Cells colored by class:
Drawn at 4 px/um.
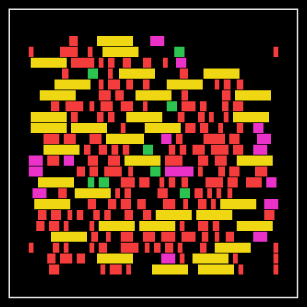
Where the registers sit:
Drawn at 8 px/um.
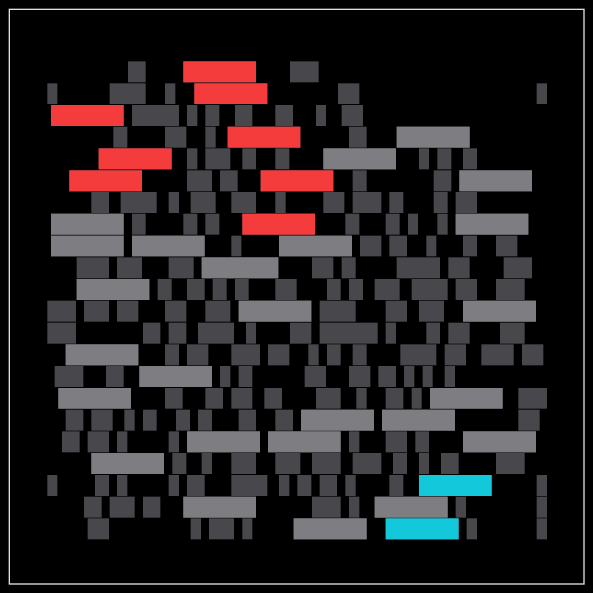
Signal wires on met3:
Drawn at 4 px/um.
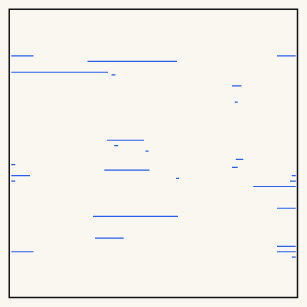
Routed metal, one color a layer:
Drawn at 4 px/um. Only two layers are drawn.
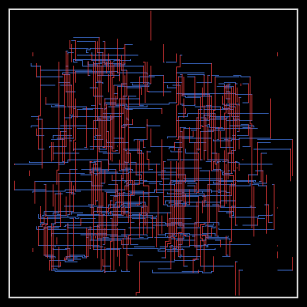
### src/rtl/ped_pkg.sv
// ped_pkg: shared types and constants for the pedestrian-crossing stage.
//   state_e          - FSM state encoding (IDLE, WAIT_RED, WALK, FLASH)
//   CNT_W            - width of every internal counter
//   LIGHTS_RED_ONLY  - {red, yellow, green} pattern of a vehicle red-only window
//   lamps_red_only() - decodes the vehicle lamp triple against LIGHTS_RED_ONLY
package ped_pkg;

  localparam int unsigned CNT_W = 8;
  localparam int unsigned LAMP_W = 3;

  localparam logic [LAMP_W-1:0] LIGHTS_RED_ONLY = 3'b100;

  typedef enum logic [1:0] {
    IDLE     = 2'd0,
    WAIT_RED = 2'd1,
    WALK     = 2'd2,
    FLASH    = 2'd3
  } state_e;

  // True when only the vehicle red lamp is lit.
  function automatic logic lamps_red_only(input logic red, input logic yellow,
                                          input logic green);
    return ({red, yellow, green} == LIGHTS_RED_ONLY);
  endfunction

endpackage

### src/rtl/ped_debounce.sv
// ped_debounce: push-button conditioner for the pedestrian crossing.
//   Two-flop synchroniser, stable-level counter and a one-cycle press pulse
//   raised in the cycle the debounced level rises.
// Ports:
//   clock     - system clock, rising edge
//   reset     - asynchronous, active-high reset
//   i_button  - raw, asynchronous push-button
//   o_press   - registered 1-cycle pulse on a debounced 0->1 transition
module ped_debounce
  import ped_pkg::*;
#(
  parameter int unsigned DEBOUNCE_LEN = 4
) (
  input  logic clock,
  input  logic reset,
  input  logic i_button,
  output logic o_press
);

  logic             r_sync1;
  logic             r_sync2;
  logic             r_level;
  logic             r_press;
  logic [CNT_W-1:0] r_cnt;
  logic [CNT_W-1:0] w_cnt_inc;

  assign w_cnt_inc = r_cnt + CNT_W'(1);

  // Synchronise, then accept a new level only after it has differed from the
  // debounced level for DEBOUNCE_LEN consecutive cycles.
  always_ff @(posedge clock or posedge reset) begin
    if (reset) begin
      r_sync1 <= 1'b0;
      r_sync2 <= 1'b0;
      r_level <= 1'b0;
      r_press <= 1'b0;
      r_cnt   <= '0;
    end else begin
      r_sync1 <= i_button;
      r_sync2 <= r_sync1;
      r_press <= 1'b0;
      if (r_sync2 == r_level) begin
        r_cnt <= '0;
      end else if (w_cnt_inc == CNT_W'(DEBOUNCE_LEN)) begin
        r_level <= r_sync2;
        r_press <= r_sync2;
        r_cnt   <= '0;
      end else begin
        r_cnt <= w_cnt_inc;
      end
    end
  end

  assign o_press = r_press;

endmodule

### src/rtl/ped_signal.sv
// ped_signal: pedestrian-crossing stage downstream of the vehicle controller.
//   Latches a debounced crossing request, grants WALK only on a fresh vehicle
//   red-only entry, then runs a flashing DON'T-WALK clearance phase. Leaving
//   red while pedestrians hold right of way aborts to IDLE and sets a sticky
//   conflict flag.
// Optional feature macro: PED_COUNTDOWN_EN (clearance countdown output);
//   when undefined, countdown is tied to 0 and no countdown logic exists.
// Ports:
//   clock, reset                   - clock and asynchronous active-high reset
//   car_red, car_yellow, car_green - vehicle lamp state
//   button                         - raw pedestrian push-button
//   walk, dont_walk                - registered pedestrian lamps
//   req_pending                    - request latched, not yet served
//   conflict                       - sticky vehicle/pedestrian conflict flag
//   countdown                      - remaining clearance cycles
module ped_signal
  import ped_pkg::*;
#(
  parameter int unsigned DEBOUNCE_LEN = 4,
  parameter int unsigned WALK_LEN     = 4,
  parameter int unsigned FLASH_LEN    = 4,
  parameter int unsigned FLASH_DIV    = 2
) (
  input  logic             clock,
  input  logic             reset,
  input  logic             car_red,
  input  logic             car_yellow,
  input  logic             car_green,
  input  logic             button,
  output logic             walk,
  output logic             dont_walk,
  output logic             req_pending,
  output logic             conflict,
  output logic [CNT_W-1:0] countdown
);

  state_e           r_state;
  logic [CNT_W-1:0] r_cnt;
  logic [CNT_W-1:0] r_fcnt;
  logic             r_walk;
  logic             r_dont_walk;
  logic             r_req;
  logic             r_conflict;
  logic             r_prev_red_only;

  state_e           w_nxt_state;
  logic [CNT_W-1:0] w_nxt_cnt;
  logic [CNT_W-1:0] w_nxt_fcnt;
  logic             w_nxt_walk;
  logic             w_nxt_dont_walk;
  logic             w_nxt_req;
  logic             w_nxt_conflict;
  logic             w_req_clr;
  logic             w_press;
  logic             w_red_only;
  logic             w_red_entry;

  ped_debounce #(
    .DEBOUNCE_LEN(DEBOUNCE_LEN)
  ) u_debounce (
    .clock   (clock),
    .reset   (reset),
    .i_button(button),
    .o_press (w_press)
  );

  assign w_red_only  = lamps_red_only(car_red, car_yellow, car_green);
  // Only a fresh entry into red-only guarantees a full red window.
  assign w_red_entry = w_red_only & ~r_prev_red_only;

  // State and registered outputs.
  always_ff @(posedge clock or posedge reset) begin
    if (reset) begin
      r_state         <= IDLE;
      r_cnt           <= '0;
      r_fcnt          <= '0;
      r_walk          <= 1'b0;
      r_dont_walk     <= 1'b1;
      r_req           <= 1'b0;
      r_conflict      <= 1'b0;
      r_prev_red_only <= 1'b0;
    end else begin
      r_state         <= w_nxt_state;
      r_cnt           <= w_nxt_cnt;
      r_fcnt          <= w_nxt_fcnt;
      r_walk          <= w_nxt_walk;
      r_dont_walk     <= w_nxt_dont_walk;
      r_req           <= w_nxt_req;
      r_conflict      <= w_nxt_conflict;
      r_prev_red_only <= w_red_only;
    end
  end

  // Next-state and next-output decode.
  always_comb begin
    w_nxt_state     = r_state;
    w_nxt_cnt       = r_cnt;
    w_nxt_fcnt      = r_fcnt;
    w_nxt_walk      = r_walk;
    w_nxt_dont_walk = r_dont_walk;
    w_nxt_conflict  = r_conflict;
    w_req_clr       = 1'b0;

    case (r_state)
      IDLE: begin
        w_nxt_walk      = 1'b0;
        w_nxt_dont_walk = 1'b1;
        if (r_req) begin
          w_nxt_state = WAIT_RED;
        end
      end

      WAIT_RED: begin
        w_nxt_walk      = 1'b0;
        w_nxt_dont_walk = 1'b1;
        if (w_red_entry) begin
          w_nxt_state     = WALK;
          w_nxt_walk      = 1'b1;
          w_nxt_dont_walk = 1'b0;
          w_nxt_cnt       = CNT_W'(1);
          w_req_clr       = 1'b1;
        end
      end

      WALK: begin
        if (!w_red_only) begin
          // Vehicles left red while pedestrians have right of way.
          w_nxt_state     = IDLE;
          w_nxt_walk      = 1'b0;
          w_nxt_dont_walk = 1'b1;
          w_nxt_conflict  = 1'b1;
          w_nxt_cnt       = '0;
          w_nxt_fcnt      = '0;
        end else if (r_cnt == CNT_W'(WALK_LEN)) begin
          w_nxt_state     = FLASH;
          w_nxt_walk      = 1'b0;
          w_nxt_dont_walk = 1'b1;
          w_nxt_cnt       = CNT_W'(1);
          w_nxt_fcnt      = CNT_W'(1);
        end else begin
          w_nxt_cnt = r_cnt + CNT_W'(1);
        end
      end

      FLASH: begin
        w_nxt_walk = 1'b0;
        if (!w_red_only) begin
          w_nxt_state     = IDLE;
          w_nxt_dont_walk = 1'b1;
          w_nxt_conflict  = 1'b1;
          w_nxt_cnt       = '0;
          w_nxt_fcnt      = '0;
        end else begin
          if (r_fcnt == CNT_W'(FLASH_DIV)) begin
            w_nxt_dont_walk = ~r_dont_walk;
            w_nxt_fcnt      = CNT_W'(1);
          end else begin
            w_nxt_fcnt = r_fcnt + CNT_W'(1);
          end
          // End of clearance overrides any toggle on the same edge.
          if (r_cnt == CNT_W'(FLASH_LEN)) begin
            w_nxt_state     = IDLE;
            w_nxt_dont_walk = 1'b1;
            w_nxt_cnt       = '0;
            w_nxt_fcnt      = '0;
          end else begin
            w_nxt_cnt = r_cnt + CNT_W'(1);
          end
        end
      end

      default: begin
        w_nxt_state     = IDLE;
        w_nxt_walk      = 1'b0;
        w_nxt_dont_walk = 1'b1;
        w_nxt_cnt       = '0;
        w_nxt_fcnt      = '0;
        w_req_clr       = 1'b1;
      end
    endcase

    // Serving a request wins over a coincident new press.
    w_nxt_req = (r_req | w_press) & ~w_req_clr;
  end

`ifdef PED_COUNTDOWN_EN
  logic [CNT_W-1:0] r_countdown;
  logic [CNT_W-1:0] w_nxt_countdown;

  // Derived from the next counter so the output lines up with the state.
  assign w_nxt_countdown = (w_nxt_state == FLASH) ?
                           (CNT_W'(FLASH_LEN) - w_nxt_cnt + CNT_W'(1)) : '0;

  always_ff @(posedge clock or posedge reset) begin
    if (reset) begin
      r_countdown <= '0;
    end else begin
      r_countdown <= w_nxt_countdown;
    end
  end

  assign countdown = r_countdown;
`else
  assign countdown = '0;
`endif

  assign walk        = r_walk;
  assign dont_walk   = r_dont_walk;
  assign req_pending = r_req;
  assign conflict    = r_conflict;

endmodule

### config.mk
export PLATFORM = sky130hd
export DESIGN_NAME = ped_signal
export DESIGN_NICKNAME = d
export VERILOG_FILES = /design/src/rtl/ped_pkg.sv /design/src/rtl/ped_debounce.sv /design/src/rtl/ped_signal.sv
export SDC_FILE = /design/constraint.sdc
export NUM_CORES = 1
export LEC_CHECK = 0
export CAP_MARGIN = 20
export CELL_PAD_IN_SITES_DETAIL_PLACEMENT = 1
export CELL_PAD_IN_SITES_GLOBAL_PLACEMENT = 1
export CORE_MARGIN = 4
export CORE_UTILIZATION = 46
export CTS_BUF_LIST = sky130_fd_sc_hd__clkbuf_4
export CTS_CLUSTER_SIZE = 20
export DETAILED_ROUTE_END_ITERATION = 12
export PLACE_DENSITY = 0.9
export REMOVE_ABC_BUFFERS = 1
export SLEW_MARGIN = 30
export SYNTH_ARGS = -nofsm -noshare
export SYNTH_HDL_FRONTEND = slang
export SYNTH_SLANG_ARGS = --single-unit
### constraint.sdc
create_clock -name clock -period 2.29 [get_ports clock]
set_input_delay 0.229 -clock clock [delete_from_list [all_inputs] [get_ports clock]]
set_output_delay 0.229 -clock clock [all_outputs]
set_load 0.005 [all_outputs]
==> flow_summary.json <==
{
  "syn_to_final_growth_pct": 11.28,
  "die_h_um": 71.66,
  "lay_top_count": "dfrtp_1",
  "p_total_mw": 1.583,
  "ys_cells": 191,
  "power_frac_comb_pct": 27.3,
  "hpwlAfterDp_um": 3321,
  "enable_flop_cells": 0,
  "yosys-stat-area_um2": 1864,
  "p_switching_mw": 0.5820,
  "die_x_um": 71.66,
  "drive_above_1_share_pct": 9.179,
  "grt_max_degree": 36,
  "ys_seq_share_pct": 47.05,
  "via_per_inst": 5.953,
  "cts_tree": "done",
  "crit_path_end": "r_fcnt[4]$_DFFE_PP0P_",
  "rsz0062_at_grt": "no",
  "drcViolationCount": 0,
  "grt_pass1_vias": 1706,
  "seqPwrFrac_pct": 50.4,
  "postCtsSetupBuffers": 0,
  "slew_headroom_pct": 50.58,
  "fp-utilization_pct": 49.08,
  "critPathTopFamily": "simple AND/OR/NAND/NOR gates",
  "fin_tns_setup_ns": 0,
  "p_leak_nw": 0.8891,
  "run_status": "complete, no violations"
}
Back to the opening pictures, 'cells colored by class':
legend:
  red:
    class: combinational and other logic
    cells: 149
    share_of_their_area: 46%
  green:
    class: clock drivers and dummy loads
    cells: 8
    share_of_their_area: 2.9%
  yellow:
    class: flops
    cells: 35
    share_of_their_area: 44%
  magenta:
    class: other buffers and delay cells
    cells: 15
    share_of_their_area: 7.3%
area of the core: 3799 um^2
Core Util, Final: 54.61%
row count: 22
Seq area share: 42.28%

Back to the opening pictures, 'where the registers sit':
legend:
  red:
    netlist_name: `u_debounce.r_cnt`
    flops: 8
  cyan:
    netlist_name: `r_state`
    flops: 2
Seq group: 0.798 mW
Flop area: 877.1 um^2

Back to the opening pictures, 'signal wires on met3':
nets with wire on the layer: 20
wire length on this layer: 147 um
longest straight run: 23.9 um
share of all routed wire: 3.3%
main direction: horizontal
DRT Wirelength: 4508 um
GRT met3 Usage: 4.769%

Back to the opening pictures, 'routed metal, one color a layer':
legend:
  red:
    layer: metal 2
    wire_length: 2,310 um
  blue:
    layer: metal 1
    wire_length: 1,950 um
routed vias: 1,518
DR WL/cell: 17.68 um
GRT Overall Usage: 19.45%

power by group through the flow:
stage / sequential, mW / clock [mW] / combinational, mW
after CTS: 0.795 / 0.362 / 0.432
after floorplan: 0.774 / 0 / 0.292
after global routing: 0.813 / 0.398 / 0.497
after global placement: 0.795 / 0 / 0.400
final: 0.798 / 0.353 / 0.432
after detailed placement: 0.808 / 0 / 0.424
worst min-delay path by stage:
stage | startpoint | cells after the start | end | slack (ns)
detailed placement | u_debounce.r_sync1$_DFF_PP0_ | 0 | u_debounce.r_sync2$_DFF_PP0_ | 0.35
CTS | reset | 3 | r_cnt[5]$_DFFE_PP0P_ | 0.29
finish | reset | 3 | r_cnt[5]$_DFFE_PP0P_ | 0.28
floorplan | button | 0 | u_debounce.r_sync1$_DFF_PP0_ | 0.26
global placement | u_debounce.r_sync1$_DFF_PP0_ | 0 | u_debounce.r_sync2$_DFF_PP0_ | 0.34
global route | reset | 3 | r_cnt[4]$_DFFE_PP0P_ | 0.32
sequential cells by signal, indices dropped and copies added (netlist names):
signal,flops
conflict,1
dont_walk,1
u_debounce.o_press,1
req_pending,1
walk,1
r_cnt,8
u_debounce.r_level,1
u_debounce.r_sync2,1
r_state,2
r_fcnt,8
r_prev_red_only,1
u_debounce.r_sync1,1
u_debounce.r_cnt,8
layer usage:
metal,global-route usage [%],share of wire (%)
met1,24.01,43
met2,32.96,51
met3,4.769,3.3
met4,6.889,2.2
met5,0,0
logic make-up (layout without fill, tap and decap cells):
group	Yosys count	count (layout)	share of synthesized area, %
AND/OR/NAND/NOR	65	65	19.53
other	1	8	0.2011
multiplexers	2	2	1.141
buffers and inverters	26	35	6.980
flip-flops	35	35	47.05
AND-OR/OR-AND	49	49	17.79
adder cells (fa/ha/maj)	6	6	4.027
XOR/XNOR	7	7	3.289
worst min-delay path: stages:
cell             delay, ns
clkdlybuf4s50_1       0.40
inv_1                 0.05
buf_4                 0.39
area by class of cell:
class / instances / area share, %
Sequential cell: 35 / 42.28
Clock inverter: 1 / 0.2413
Tap cell: 48 / 2.895
Multi-Input combinational cell: 137 / 42.76
Inverter: 12 / 2.171
Clock buffer: 7 / 2.533
Timing Repair Buffer: 15 / 7.117
Yosys cell counts, types with 2 or more instances:
master / n / area, um^2
o21ai_0: 10 / 50.05
o31ai_1: 2 / 15.01
a32o_1: 2 / 20.02
a31oi_1: 10 / 62.56
clkbuf_1: 4 / 15.01
o21a_1: 2 / 15.01
ha_1: 6 / 75.07
buf_4: 8 / 60.06
or3_1: 3 / 18.77
nor2_1: 11 / 41.29
a21oi_1: 9 / 45.04
a211oi_1: 2 / 15.01
dfrtp_1: 34 / 850.8
nand4_1: 3 / 18.77
nand2_1: 11 / 41.29
nand3_1: 12 / 60.06
and3_1: 4 / 25.02
nor3_1: 4 / 20.02
nand3b_1: 4 / 30.03
inv_1: 12 / 45.04
xnor2_1: 3 / 26.28
or4_1: 2 / 15.01
nor4b_1: 2 / 17.52
o22ai_1: 2 / 12.51
xor2_1: 4 / 35.03
buf_2: 2 / 10.01
Power is estimated from default activity; no workload was simulated.
